### Placement density heat map, run 1

30 x 30 tiles, from white (low) to dark blue (high), 0 to 100% covered.
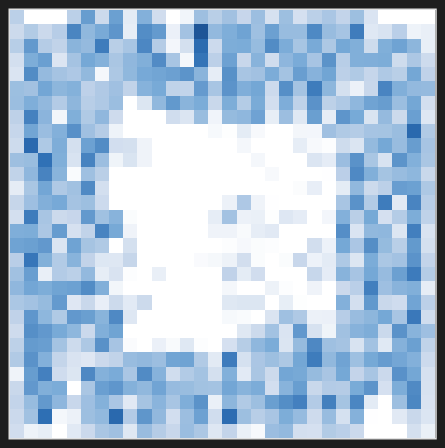
### The metal 1 layer, run 1

Supply wires on this layer in gray.
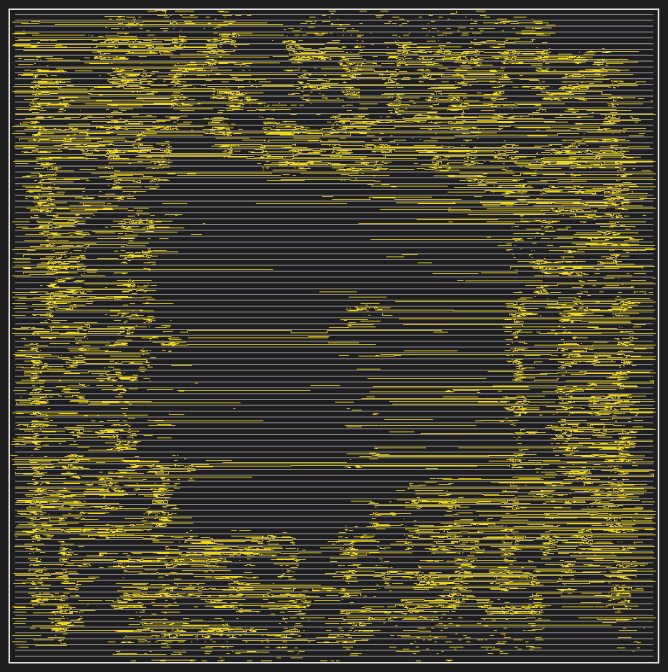
### Placement by cell class, run 1

Bar = 100 um. Fill, decap, tap and diode cells in gray.
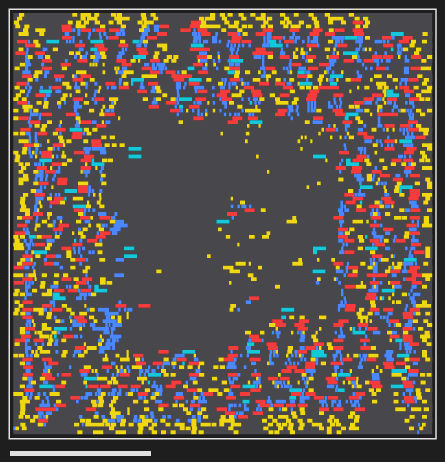
### The metal 4 layer, run 1

Bar = 100 um. Supply wires on this layer in gray. Cells faint in the background.
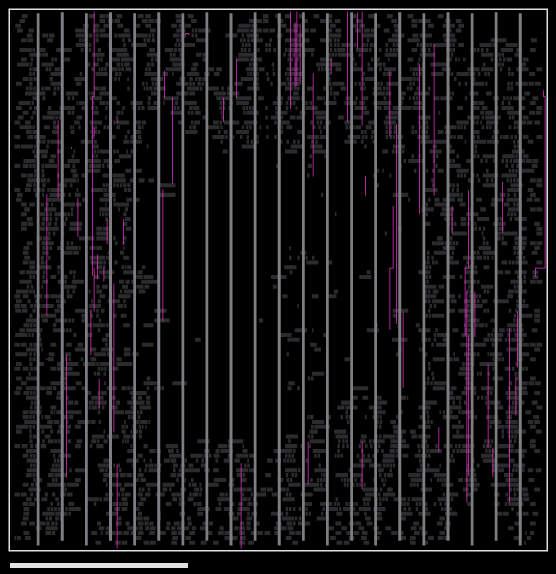
`config.mk`:
```
export PLATFORM = sky130hd
export DESIGN_NAME = mem_arbiter_flat
export DESIGN_NICKNAME = d
export VERILOG_FILES = /design/src/rtl/mem_arb_pkg.sv /design/src/rtl/mem_arbiter_if.sv /design/src/rtl/mem_arb_pick.sv /design/src/rtl/mem_arbiter.sv /design/src/flat_wrapper.sv
export SDC_FILE = /design/constraint.sdc
export NUM_CORES = 1
export LEC_CHECK = 0
export CAP_MARGIN = 10
export CORE_AREA = 2 2 300 302
export CTS_CLUSTER_DIAMETER = 150
export DETAILED_ROUTE_END_ITERATION = 6
export DIE_AREA = 0 0 302 304
export GPL_TIMING_DRIVEN = 0
export PLACE_DENSITY = 0.42
export SKIP_LAST_GASP = 1
export SLEW_MARGIN = 20
export SYNTH_ARGS = -nofsm -noshare
export SYNTH_HDL_FRONTEND = slang
export SYNTH_HIERARCHICAL = 1
export SYNTH_SLANG_ARGS = --single-unit
export TNS_END_PERCENT = 100
```
`constraint.sdc`:
```
create_clock -name clk -period 2 [get_ports clk]
set_clock_uncertainty 0.05 [all_clocks]
set_input_delay 0.3 -clock clk [delete_from_list [all_inputs] [get_ports clk]]
set_output_delay 0.3 -clock clk [all_outputs]
set_load 0.005 [all_outputs]
```
`src/rtl/mem_arb_pkg.sv`:
```
// Shared types for the main-memory arbiter: FSM states, requester ids, default widths.
package mem_arb_pkg;

  localparam int unsigned DefArchBits = 32;
  localparam int unsigned DefLineBits = 128;
  localparam int unsigned DefOffBits  = 4;

  typedef enum logic [1:0] {StIdle, StBusy, StResp} state_e;

  typedef enum logic [1:0] {
    ReqDc   = 2'd0,
    ReqWb   = 2'd1,
    ReqIc   = 2'd2,
    ReqNone = 2'd3
  } req_id_e;

  // Grant vector bit order matches the requester id: [0]=dc, [1]=wb, [2]=ic.
  function automatic req_id_e gnt_to_id(logic [2:0] gnt);
    case (gnt)
      3'b001:  return ReqDc;
      3'b010:  return ReqWb;
      3'b100:  return ReqIc;
      default: return ReqNone;
    endcase
  endfunction

  // The granted requester becomes lowest priority, so the next one up leads.
  function automatic req_id_e next_ptr(req_id_e win);
    case (win)
      ReqDc:   return ReqWb;
      ReqWb:   return ReqIc;
      default: return ReqDc;
    endcase
  endfunction

endpackage

```
`src/rtl/mem_arbiter_if.sv`:
```
// Requester and memory-port signals of the arbiter; master = arbiter, slave = its environment.
interface mem_arbiter_if
  import mem_arb_pkg::*;
#(
  parameter int unsigned ARCH_BITS = DefArchBits,
  parameter int unsigned LINE_BITS = DefLineBits
);

  logic                 ic_req;
  logic [ARCH_BITS-1:0] ic_addr;
  logic [LINE_BITS-1:0] ic_line;
  logic                 ic_valid;
  logic                 dc_req;
  logic [ARCH_BITS-1:0] dc_addr;
  logic [LINE_BITS-1:0] dc_line;
  logic                 dc_valid;
  logic                 wb_req;
  logic [ARCH_BITS-1:0] wb_addr;
  logic [LINE_BITS-1:0] wb_line;
  logic                 wb_ack;
  logic                 mem_req;
  logic                 mem_we;
  logic [ARCH_BITS-1:0] mem_addr;
  logic [LINE_BITS-1:0] mem_wline;
  logic [LINE_BITS-1:0] mem_rline;
  logic                 mem_done;

  modport master (
    input  ic_req, ic_addr, dc_req, dc_addr, wb_req, wb_addr, wb_line, mem_rline, mem_done,
    output ic_line, ic_valid, dc_line, dc_valid, wb_ack, mem_req, mem_we, mem_addr, mem_wline
  );

  modport slave (
    output ic_req, ic_addr, dc_req, dc_addr, wb_req, wb_addr, wb_line, mem_rline, mem_done,
    input  ic_line, ic_valid, dc_line, dc_valid, wb_ack, mem_req, mem_we, mem_addr, mem_wline
  );

endinterface

```
`src/rtl/mem_arb_pick.sv`:
```
// Combinational 3-way selector: one-hot grant starting from the requester named by ptr_i.
// With ptr_i tied to ReqDc this is plain fixed priority dc > wb > ic.
module mem_arb_pick
  import mem_arb_pkg::*;
(
  input  logic [2:0] req_i,
  input  req_id_e    ptr_i,
  output logic [2:0] gnt_o
);

  logic [2:0] rot_req;
  logic [2:0] rot_gnt;

  // Rotate so the highest-priority requester sits in bit 0, pick lowest set bit, rotate back.
  always_comb begin
    rot_req = req_i;
    gnt_o   = '0;
    case (ptr_i)
      ReqWb:   rot_req = {req_i[0], req_i[2:1]};
      ReqIc:   rot_req = {req_i[1:0], req_i[2]};
      default: rot_req = req_i;
    endcase

    if (rot_req[0])      rot_gnt = 3'b001;
    else if (rot_req[1]) rot_gnt = 3'b010;
    else if (rot_req[2]) rot_gnt = 3'b100;
    else                 rot_gnt = 3'b000;

    case (ptr_i)
      ReqWb:   gnt_o = {rot_gnt[1:0], rot_gnt[2]};
      ReqIc:   gnt_o = {rot_gnt[0], rot_gnt[2:1]};
      default: gnt_o = rot_gnt;
    endcase
  end

endmodule

```
`src/rtl/mem_arbiter.sv`:
```
// Single-outstanding arbiter sharing the line-wide memory port between icache, dcache and
// store-buffer writeback. Define MEM_ARB_ROUND_ROBIN_EN for rotating priority.
module mem_arbiter
  import mem_arb_pkg::*;
#(
  parameter int unsigned ARCH_BITS = DefArchBits,
  parameter int unsigned LINE_BITS = DefLineBits,
  parameter int unsigned OFF_BITS  = DefOffBits
) (
  input logic           clk,
  input logic           rst,
  mem_arbiter_if.master bus_io
);

  state_e               state_q, state_d;
  req_id_e              owner_q, owner_d;
  logic                 mem_we_q, mem_we_d;
  logic [ARCH_BITS-1:0] mem_addr_q, mem_addr_d;
  logic [LINE_BITS-1:0] mem_wline_q, mem_wline_d;
  logic [LINE_BITS-1:0] ic_line_q, ic_line_d;
  logic [LINE_BITS-1:0] dc_line_q, dc_line_d;

  logic [2:0]           req;
  logic [2:0]           gnt;
  req_id_e              ptr;
  req_id_e              win;
  logic [ARCH_BITS-1:0] win_addr;

  assign req = {bus_io.ic_req, bus_io.wb_req, bus_io.dc_req};

  mem_arb_pick u_pick (
    .req_i (req),
    .ptr_i (ptr),
    .gnt_o (gnt)
  );

  assign win = gnt_to_id(gnt);

`ifdef MEM_ARB_ROUND_ROBIN_EN
  req_id_e ptr_q, ptr_d;

  always_comb begin
    ptr_d = ptr_q;
    if (state_q == StIdle && |req) ptr_d = next_ptr(win);
  end

  always_ff @(posedge clk) begin
    if (rst) ptr_q <= ReqDc;
    else     ptr_q <= ptr_d;
  end

  assign ptr = ptr_q;
`else
  assign ptr = ReqDc;
`endif

  always_comb begin
    case (win)
      ReqWb:   win_addr = bus_io.wb_addr;
      ReqIc:   win_addr = bus_io.ic_addr;
      default: win_addr = bus_io.dc_addr;
    endcase
  end

  always_comb begin
    state_d     = state_q;
    owner_d     = owner_q;
    mem_we_d    = mem_we_q;
    mem_addr_d  = mem_addr_q;
    mem_wline_d = mem_wline_q;
    ic_line_d   = ic_line_q;
    dc_line_d   = dc_line_q;
    unique case (state_q)
      StIdle: begin
        if (|req) begin
          state_d     = StBusy;
          owner_d     = win;
          mem_we_d    = (win == ReqWb);
          mem_addr_d  = {win_addr[ARCH_BITS-1:OFF_BITS], {OFF_BITS{1'b0}}};
          mem_wline_d = (win == ReqWb) ? bus_io.wb_line : '0;
        end
      end
      StBusy: begin
        if (bus_io.mem_done) begin
          state_d = StResp;
          if (owner_q == ReqIc) ic_line_d = bus_io.mem_rline;
          if (owner_q == ReqDc) dc_line_d = bus_io.mem_rline;
        end
      end
      StResp: begin
        state_d = StIdle;
        owner_d = ReqNone;
      end
      default: state_d = StIdle;
    endcase
  end

  // Synchronous reset also abandons any in-flight transaction.
  always_ff @(posedge clk) begin
    if (rst) begin
      state_q     <= StIdle;
      owner_q     <= ReqNone;
      mem_we_q    <= 1'b0;
      mem_addr_q  <= '0;
      mem_wline_q <= '0;
      ic_line_q   <= '0;
      dc_line_q   <= '0;
    end else begin
      state_q     <= state_d;
      owner_q     <= owner_d;
      mem_we_q    <= mem_we_d;
      mem_addr_q  <= mem_addr_d;
      mem_wline_q <= mem_wline_d;
      ic_line_q   <= ic_line_d;
      dc_line_q   <= dc_line_d;
    end
  end

  assign bus_io.mem_req   = (state_q == StBusy);
  assign bus_io.mem_we    = mem_we_q;
  assign bus_io.mem_addr  = mem_addr_q;
  assign bus_io.mem_wline = mem_wline_q;
  assign bus_io.ic_line   = ic_line_q;
  assign bus_io.dc_line   = dc_line_q;
  assign bus_io.ic_valid  = (state_q == StResp) && (owner_q == ReqIc);
  assign bus_io.dc_valid  = (state_q == StResp) && (owner_q == ReqDc);
  assign bus_io.wb_ack    = (state_q == StResp) && (owner_q == ReqWb);

endmodule

```
`src/flat_wrapper.sv`:
```
// flat-port wrapper written by rule: the top's interface ports become plain ports
module mem_arbiter_flat import mem_arb_pkg::*;
#(
  parameter int unsigned ARCH_BITS = DefArchBits,
  parameter int unsigned LINE_BITS = DefLineBits,
  parameter int unsigned OFF_BITS  = DefOffBits
)
  (clk, rst, bus_io_ic_req, bus_io_ic_addr, bus_io_dc_req, bus_io_dc_addr, bus_io_wb_req, bus_io_wb_addr, bus_io_wb_line, bus_io_mem_rline, bus_io_mem_done, bus_io_ic_line, bus_io_ic_valid, bus_io_dc_line, bus_io_dc_valid, bus_io_wb_ack, bus_io_mem_req, bus_io_mem_we, bus_io_mem_addr, bus_io_mem_wline);
  mem_arbiter_if #(.ARCH_BITS(ARCH_BITS), .LINE_BITS(LINE_BITS)) bus_io_i ();
  input logic clk;
  input logic rst;
  input wire logic [$bits(bus_io_i.ic_req)-1:0] bus_io_ic_req;
  input wire logic [$bits(bus_io_i.ic_addr)-1:0] bus_io_ic_addr;
  input wire logic [$bits(bus_io_i.dc_req)-1:0] bus_io_dc_req;
  input wire logic [$bits(bus_io_i.dc_addr)-1:0] bus_io_dc_addr;
  input wire logic [$bits(bus_io_i.wb_req)-1:0] bus_io_wb_req;
  input wire logic [$bits(bus_io_i.wb_addr)-1:0] bus_io_wb_addr;
  input wire logic [$bits(bus_io_i.wb_line)-1:0] bus_io_wb_line;
  input wire logic [$bits(bus_io_i.mem_rline)-1:0] bus_io_mem_rline;
  input wire logic [$bits(bus_io_i.mem_done)-1:0] bus_io_mem_done;
  output wire logic [$bits(bus_io_i.ic_line)-1:0] bus_io_ic_line;
  output wire logic [$bits(bus_io_i.ic_valid)-1:0] bus_io_ic_valid;
  output wire logic [$bits(bus_io_i.dc_line)-1:0] bus_io_dc_line;
  output wire logic [$bits(bus_io_i.dc_valid)-1:0] bus_io_dc_valid;
  output wire logic [$bits(bus_io_i.wb_ack)-1:0] bus_io_wb_ack;
  output wire logic [$bits(bus_io_i.mem_req)-1:0] bus_io_mem_req;
  output wire logic [$bits(bus_io_i.mem_we)-1:0] bus_io_mem_we;
  output wire logic [$bits(bus_io_i.mem_addr)-1:0] bus_io_mem_addr;
  output wire logic [$bits(bus_io_i.mem_wline)-1:0] bus_io_mem_wline;
  assign bus_io_i.ic_req = bus_io_ic_req;
  assign bus_io_i.ic_addr = bus_io_ic_addr;
  assign bus_io_i.dc_req = bus_io_dc_req;
  assign bus_io_i.dc_addr = bus_io_dc_addr;
  assign bus_io_i.wb_req = bus_io_wb_req;
  assign bus_io_i.wb_addr = bus_io_wb_addr;
  assign bus_io_i.wb_line = bus_io_wb_line;
  assign bus_io_i.mem_rline = bus_io_mem_rline;
  assign bus_io_i.mem_done = bus_io_mem_done;
  assign bus_io_ic_line = bus_io_i.ic_line;
  assign bus_io_ic_valid = bus_io_i.ic_valid;
  assign bus_io_dc_line = bus_io_i.dc_line;
  assign bus_io_dc_valid = bus_io_i.dc_valid;
  assign bus_io_wb_ack = bus_io_i.wb_ack;
  assign bus_io_mem_req = bus_io_i.mem_req;
  assign bus_io_mem_we = bus_io_i.mem_we;
  assign bus_io_mem_addr = bus_io_i.mem_addr;
  assign bus_io_mem_wline = bus_io_i.mem_wline;
  mem_arbiter #(.ARCH_BITS(ARCH_BITS), .LINE_BITS(LINE_BITS), .OFF_BITS(OFF_BITS)) u_core (.clk(clk), .rst(rst), .bus_io(bus_io_i));
endmodule
```
==> Changelog: implementation, run 1 <==
## Flow update

* Status: finished with violations
* Violations in the final reports: setup timing
* Crit-path cells: buf_6, buf_12, buf_12, nor3b_4, buf_6
* Finished Cell Area at 27,800 um^2
* Pin count of the biggest net entering global routing at 14
* Ant. Diodes at 10
* First-pass GRT wire length at 137 mm
* Mean Syn Cell Area at 8.29 um^2
* CP max FO at 3
* Signal buf overhead at 32.5%
* Wire length per cell at 23.8 um
* Clk pin slew, worst setup/hold paths at 60 ps
* Placeable core area at 89,000 um^2
* Most frequent cells in the layout: 749 x clkdlybuf4s50_1, 417 x a21oi_1, 415 x o21ai_0
* Routed Antenna Nets at 0
* # Cells Yosys at 1,989
* Routed WL at 96.3 mm
* Filler instances at 9,384
* Hold Fails Final Rpt at 0
* Total stage count of the critical path at 5
* Synth-to-layout area growth at 68.8%
* Hold-fix buffers, CTS at 0
* LEAKAGE at 0.00902 uW
* Cell Type Count at 37
* Comb gates at 1,319
* Critical path buffers and inverters at 4
* Most numerous logic cell after layout: clkdlybuf4s50_1
* Xor+xnor area frac at 0.205%
* Sink Count at 417
* Logic area at 7140 um^2
* Synth Seq Share at 50.6%
* Combinational power at 3190 uW
* Worst hold stages at 3
* 1st-pass router iterations at 5
* Fmax at 0.500 GHz
* # nets final at 3,186
* Detailed-route vias per instance at 4.76
* Iter 0 DRT Violations at 1,022
* Multiplexer share at 0%
* CTS tree: done
* Top cell category: non-clock buffers
* Reg2Reg Depth at 5
* Met2 usage at 36.4%
* Fin Setup TNS at -1.51 ps
* Top power group: the clock network
* Worst-Margin Slew at 1080 ps
* Final min period at 2000 ps
* Combinational share of power at 14.8%
* Top layer used by detailed routing: met5
* Wire length on met3 at 8.46 mm
* Register bit total from synthesis at 417
* Tap cells at 1,176
* Mapped cell area at 16,500 um^2
* Top Family by Delay on Critical Path: buffers and inverters
* Io pins at 779
* Num CTS Buffers at 52
* CP endpoint: bus_io_wb_ack
* Synth Warn # at 6
* Inverters, non-clock at 6
* Internal power at 15,700 uW
* Mapped Cells at 1,989
* Post-CTS Setup Repair Bufs at 17
* Main logic family after synthesis: AND-OR/OR-AND gates
* Register Area at 8360 um^2
* Dpl ws at -1210 ps
* Final Wtd Congestion at 0.888
* CP required at 1650 ps
* Hold Path End: u_core/bus_io.mem_wline[72]
* PnR worst setup slack at -1.51 ps
* Cells after DPL at 3,933
* Placed Area at 25,600 um^2
* Met3 usage at 6.30%
* Layout cells sized above 1 at 9.21%
* CTS-repair resized insts at 101
* Plain + repair buffers at 1,030
* Design Power at 21,500 uW
* Clk_lat worst skew at 590 ps
* Clock buf/inv share at 6.34%
* Clock Tree Buf Depth at 3
* Most frequent cells after synthesis: 417 x a21oi_1, 417 x dfxtp_1, 415 x o21ai_0, 257 x nand3_1, 159 x clkbuf_1
* GR Util All Layers at 20.0%
* Crit. End Element: output pin
* WL met1 at 36.9 mm
* Pwr dens at 773 nW/um^2
* Root Buffer: clkbuf_16
* Hold Slack at 233 ps
* Overflow left after global routing at 0
* Number of global-route vias before repair at 19.9k
* CLK BUF at 74
* Async SR Flop Fraction at 0%
* Hold path startpoint: bus_io_wb_line[72]
* Reg2reg setup slack at 30 ps
* Startpoint types: flip-flop
* Sequential cell area share at 30.0%
* Final setup vio count at 1
* DRC Markers at 0
* Top cells, area: dfxtp_1 51%, a21oi_1 13%, o21ai_0 13%, nand3_1 7.8%, nand4_1 4.9%
* Peak supply drop at 0.412 mV
* Dominant cell type by area after synthesis: dfxtp_1
* Slew Viols, Final at 0
* Slowest stage delay, CP at 370 ps
* DR vias at 19.3k
* RSZ-0062 raised after global routing: true
* CP Data Arrival Time at 1650 ps
* Flop count at 417
* YS chip area at 16,500 um^2
* Number of flops mapped to enable cells by yosys at 0
* Die Wd at 302 um
* FF-to-FF End: u_core/bus_io.mem_wline[62]
* Detailed-placement wirelength estimate at 75.4 mm
* Final cell count without fillers at 4,052
* Synth Area in Simple Gates at 13.8%
* Fin util at 31.2%
* Num rows at 110
* H-tree level count at 2
* Ao+oa area frac at 28.4%
* Reg power frac at 40.1%
* Switching part of the total at 27.0%
* Seq. pwr at 8620 uW
## Picture notes: 'Placement density heat map'
fullest tile: 85%
nearly empty tiles: 19%
tiles over 75% full: 0.70%

## Picture notes: 'The metal 1 layer'
main direction: horizontal
share of all routed wire: 38%
longest straight run: 120 um
nets with wire on the layer: 2,909
wire length on this layer: 36.9 mm

## Picture notes: 'Placement by cell class'
[all other logic] blue | cells: 1,325 | share of their area: 27%
[other buffers and delay cells] yellow | cells: 1,030 | share of their area: 34%
[clock drivers and dummy loads] cyan | cells: 94 | share of their area: 6.7%
[flip-flops] red | cells: 417 | share of their area: 32%

## Picture notes: 'The metal 4 layer'
nets with wire on the layer: 36
wire length on this layer: 2,380 um

==> run 2: changes to the inputs <==
--- a/config.mk
+++ b/config.mk
@@ -10,7 +10,6 @@
 export CTS_CLUSTER_DIAMETER = 150
 export DETAILED_ROUTE_END_ITERATION = 6
 export DIE_AREA = 0 0 302 304
-export GPL_TIMING_DRIVEN = 0
 export PLACE_DENSITY = 0.42
 export SKIP_LAST_GASP = 1
 export SLEW_MARGIN = 20
### The metal 1 layer, run 2

Supply wires on this layer in gray.
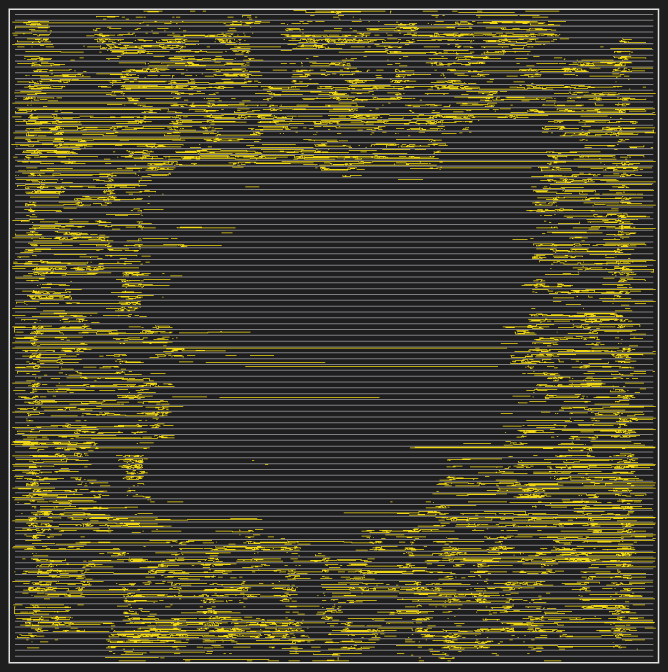
wire length on this layer: 32.7 mm
nets with wire on the layer: 2,676
main direction: horizontal
share of all routed wire: 40%
longest straight run: 231 um

### Congestion heat map, run 2

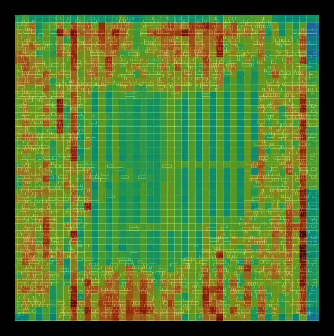
met3 usage: 6.08%
M1 GR Usage: 19.8%
met2 usage: 28.3%
GR Util All Layers: 16.8%
wire length per cell: 21.1 um

==> run 2 against run 1 <==
Net effect: the run now ends clean; power down 2.6%; non-clock buffer count down 169; critical path depth up 5; fmax up 2.5%; synthesized area unchanged; register-to-register slack better by 180 ps; worst hold slack worse by 12 ps; sequential share of layout area up 0.35 points; first-iteration DRC count up 12%; combinational power down 6.6%; clock power down 3.5%; critical path type is now input port to flip-flop; largest power group unchanged.
==> Changelog: implementation, run 2 <==
## Flow update

* Mean Syn Cell Area at 8.29 um^2
* Hold Fails Final Rpt at 0
* Top Family by Delay on Critical Path: buffers and inverters
* Ao+oa area frac at 28.4%
* Pwr dens at 762 nW/um^2
* Register bit total from synthesis at 417
* Design Power at 21,000 uW
* Hold Path End: u_core/bus_io.mem_wline[114]
* Cells after DPL at 3,775
* Cell Type Count at 37
* Worst hold stages at 3
* Ant. Diodes at 8
* CP required at 2440 ps
* Inverters, non-clock at 6
* Overflow left after global routing at 0
* CLK BUF at 77
* Number of global-route vias before repair at 18.6k
* Top cells, area: dfxtp_1 51%, a21oi_1 13%, o21ai_0 13%, nand3_1 7.8%, nand4_1 4.9%
* Hold Slack at 221 ps
* Switching part of the total at 26.3%
* Critical path buffers and inverters at 5
* Hold path startpoint: bus_io_wb_line[114]
* Worst-Margin Slew at 876 ps
* Reg power frac at 41.1%
* CTS tree: done
* Crit-path cells: clkdlybuf4s50_1, inv_1, a21oi_2, o21ai_1, buf_4, nor3b_4, buf_6, clkbuf_16, a22oi_1, a311oi_1
* Final cell count without fillers at 3,880
* Logic area at 7100 um^2
* Status: completed
* Clk_lat worst skew at 600 ps
* Placeable core area at 89,000 um^2
* RSZ-0062 raised after global routing: true
* Mapped Cells at 1,989
* Multiplexer share at 0%
* Final Wtd Congestion at 0.854
* Clock buf/inv share at 6.11%
* Placed Area at 25,800 um^2
* Top layer used by detailed routing: met5
* Clock Tree Buf Depth at 3
* Synth Seq Share at 50.6%
* Post-CTS Setup Repair Bufs at 0
* Iter 0 DRT Violations at 1,142
* Fmax at 0.512 GHz
* Reg2Reg Depth at 3
* Signal buf overhead at 32.2%
* Dominant cell type by area after synthesis: dfxtp_1
* DR vias at 18.4k
* LEAKAGE at 0.00876 uW
* First-pass GRT wire length at 120 mm
* Fin util at 30.9%
* Sink Count at 417
* WL met1 at 32.7 mm
* Die Wd at 302 um
* Flop count at 417
* Crit. End Element: flip-flop
* Fin Setup TNS at 0 ps
* Num rows at 110
* Tap cells at 1,176
* Plain + repair buffers at 861
* Pin count of the biggest net entering global routing at 115
* Comb gates at 1,319
* Io pins at 779
* Wire length on met3 at 7.79 mm
* Dpl ws at -498 ps
* Finished Cell Area at 27,500 um^2
* Root Buffer: clkbuf_16
* Slew Viols, Final at 0
* Combinational share of power at 14.2%
* CTS-repair resized insts at 29
* Xor+xnor area frac at 0.205%
* Synth-to-layout area growth at 66.9%
* Number of flops mapped to enable cells by yosys at 0
* Startpoint types: input port
* Routed WL at 81.8 mm
* 1st-pass router iterations at 6
* Async SR Flop Fraction at 0%
* Final setup vio count at 0
* Routed Antenna Nets at 0
* Combinational power at 2980 uW
* Sequential cell area share at 30.4%
* Slowest stage delay, CP at 540 ps
* Filler instances at 9,350
* PnR worst setup slack at 46.9 ps
* # Cells Yosys at 1,989
* Hold-fix buffers, CTS at 1
* Total stage count of the critical path at 10
* CP endpoint: u_core/bus_io.mem_addr[24]
* H-tree level count at 2
* Reg2reg setup slack at 210 ps
==> run 3: changes to the inputs <==
--- a/config.mk
+++ b/config.mk
@@ -5,7 +5,6 @@
 export SDC_FILE = /design/constraint.sdc
 export NUM_CORES = 1
 export LEC_CHECK = 0
-export CAP_MARGIN = 10
 export CORE_AREA = 2 2 300 302
 export CTS_CLUSTER_DIAMETER = 150
 export DETAILED_ROUTE_END_ITERATION = 6
### Placement density heat map, run 3

30 x 30 tiles, from white (low) to dark blue (high), 0 to 100% covered.
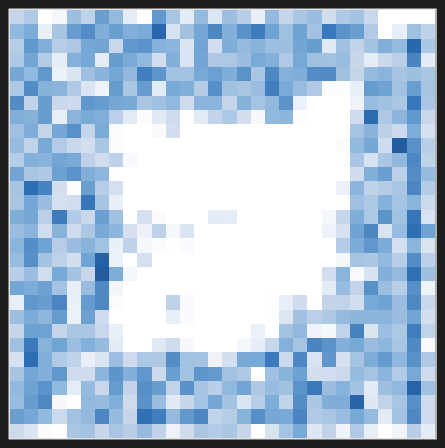
tiles over 75% full: 1.2%
nearly empty tiles: 25%
emptiest ninth of the die: center

### The metal 4 layer, run 3

Bar = 100 um. Supply wires on this layer in gray. Cells faint in the background.
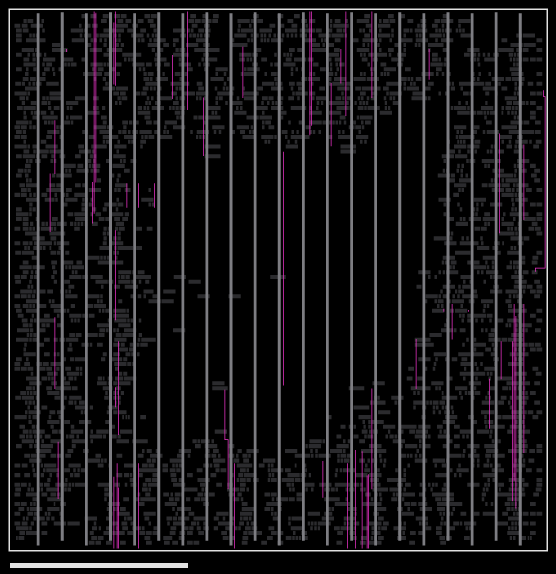
longest straight run: 131 um
wire length on this layer: 2,460 um
share of all routed wire: 3.0%
nets with wire on the layer: 38

==> run 3 against run 2 <==
Net effect: setup slack unchanged; sequential power about the same; global-route usage unchanged; non-clock buffer count unchanged; via count unchanged; sequential share of layout area unchanged; power unchanged; combinational power about the same; die size unchanged; clock power about the same; register-to-register slack about the same; wire length unchanged; critical path type unchanged.
==> Changelog: implementation, run 3 <==
## Flow update

* CP endpoint: u_core/bus_io.mem_addr[24]
* Wire length on met3 at 7.79 mm
* Iter 0 DRT Violations at 1,142
* Main logic family after synthesis: AND-OR/OR-AND gates
* Cells after DPL at 3,775
* Detailed-placement wirelength estimate at 57.7 mm
* Ao+oa area frac at 28.4%
* CLK BUF at 77
* Combinational share of power at 14.2%
* Cell Type Count at 37
* Flop count at 417
* Dpl ws at -498 ps
* Detailed-route vias per instance at 4.75
* Wire length per cell at 21.1 um
* Slew Viols, Final at 0
* Synth-to-layout area growth at 66.9%
* DRC Markers at 0
* Hold Fails Final Rpt at 0
* Hold Path End: u_core/bus_io.mem_wline[114]
* Hold Slack at 221 ps
* Total stage count of the critical path at 10
* Most frequent cells after synthesis: 417 x a21oi_1, 417 x dfxtp_1, 415 x o21ai_0, 257 x nand3_1, 159 x clkbuf_1
* Pin count of the biggest net entering global routing at 115
* Crit-path cells: clkdlybuf4s50_1, inv_1, a21oi_2, o21ai_1, buf_4, nor3b_4, buf_6, clkbuf_16, a22oi_1, a311oi_1
* Routed Antenna Nets at 0
* Layout cells sized above 1 at 7.68%
* Placeable core area at 89,000 um^2
* Io pins at 779
* Top cell category: non-clock buffers
* Synth Seq Share at 50.6%
* Critical path buffers and inverters at 5
* Most numerous logic cell after layout: clkdlybuf4s50_1
* Finished Cell Area at 27,500 um^2
* Register bit total from synthesis at 417
* Mean Syn Cell Area at 8.29 um^2
* CP required at 2440 ps
* Clock Tree Buf Depth at 3
* YS chip area at 16,500 um^2
* Combinational power at 2980 uW
* Peak supply drop at 0.496 mV
* Mapped cell area at 16,500 um^2
* Number of global-route vias before repair at 18.6k
* WL met1 at 32.7 mm
* Top power group: the clock network
* H-tree level count at 2
* CTS-repair resized insts at 29
* Xor+xnor area frac at 0.205%
* Sink Count at 417
* Num rows at 110
* DR vias at 18.4k
* Num CTS Buffers at 51
* Ant. Diodes at 8
* Worst hold stages at 3
* First-pass GRT wire length at 120 mm
* Clk pin slew, worst setup/hold paths at 60 ps
* Top Family by Delay on Critical Path: buffers and inverters
* Die Wd at 302 um
* Fmax at 0.512 GHz
* Status: completed
* CTS tree: done
* Root Buffer: clkbuf_16
* Async SR Flop Fraction at 0%
* 1st-pass router iterations at 6
* PnR worst setup slack at 46.9 ps
Power and IR drop assume default switching activity.
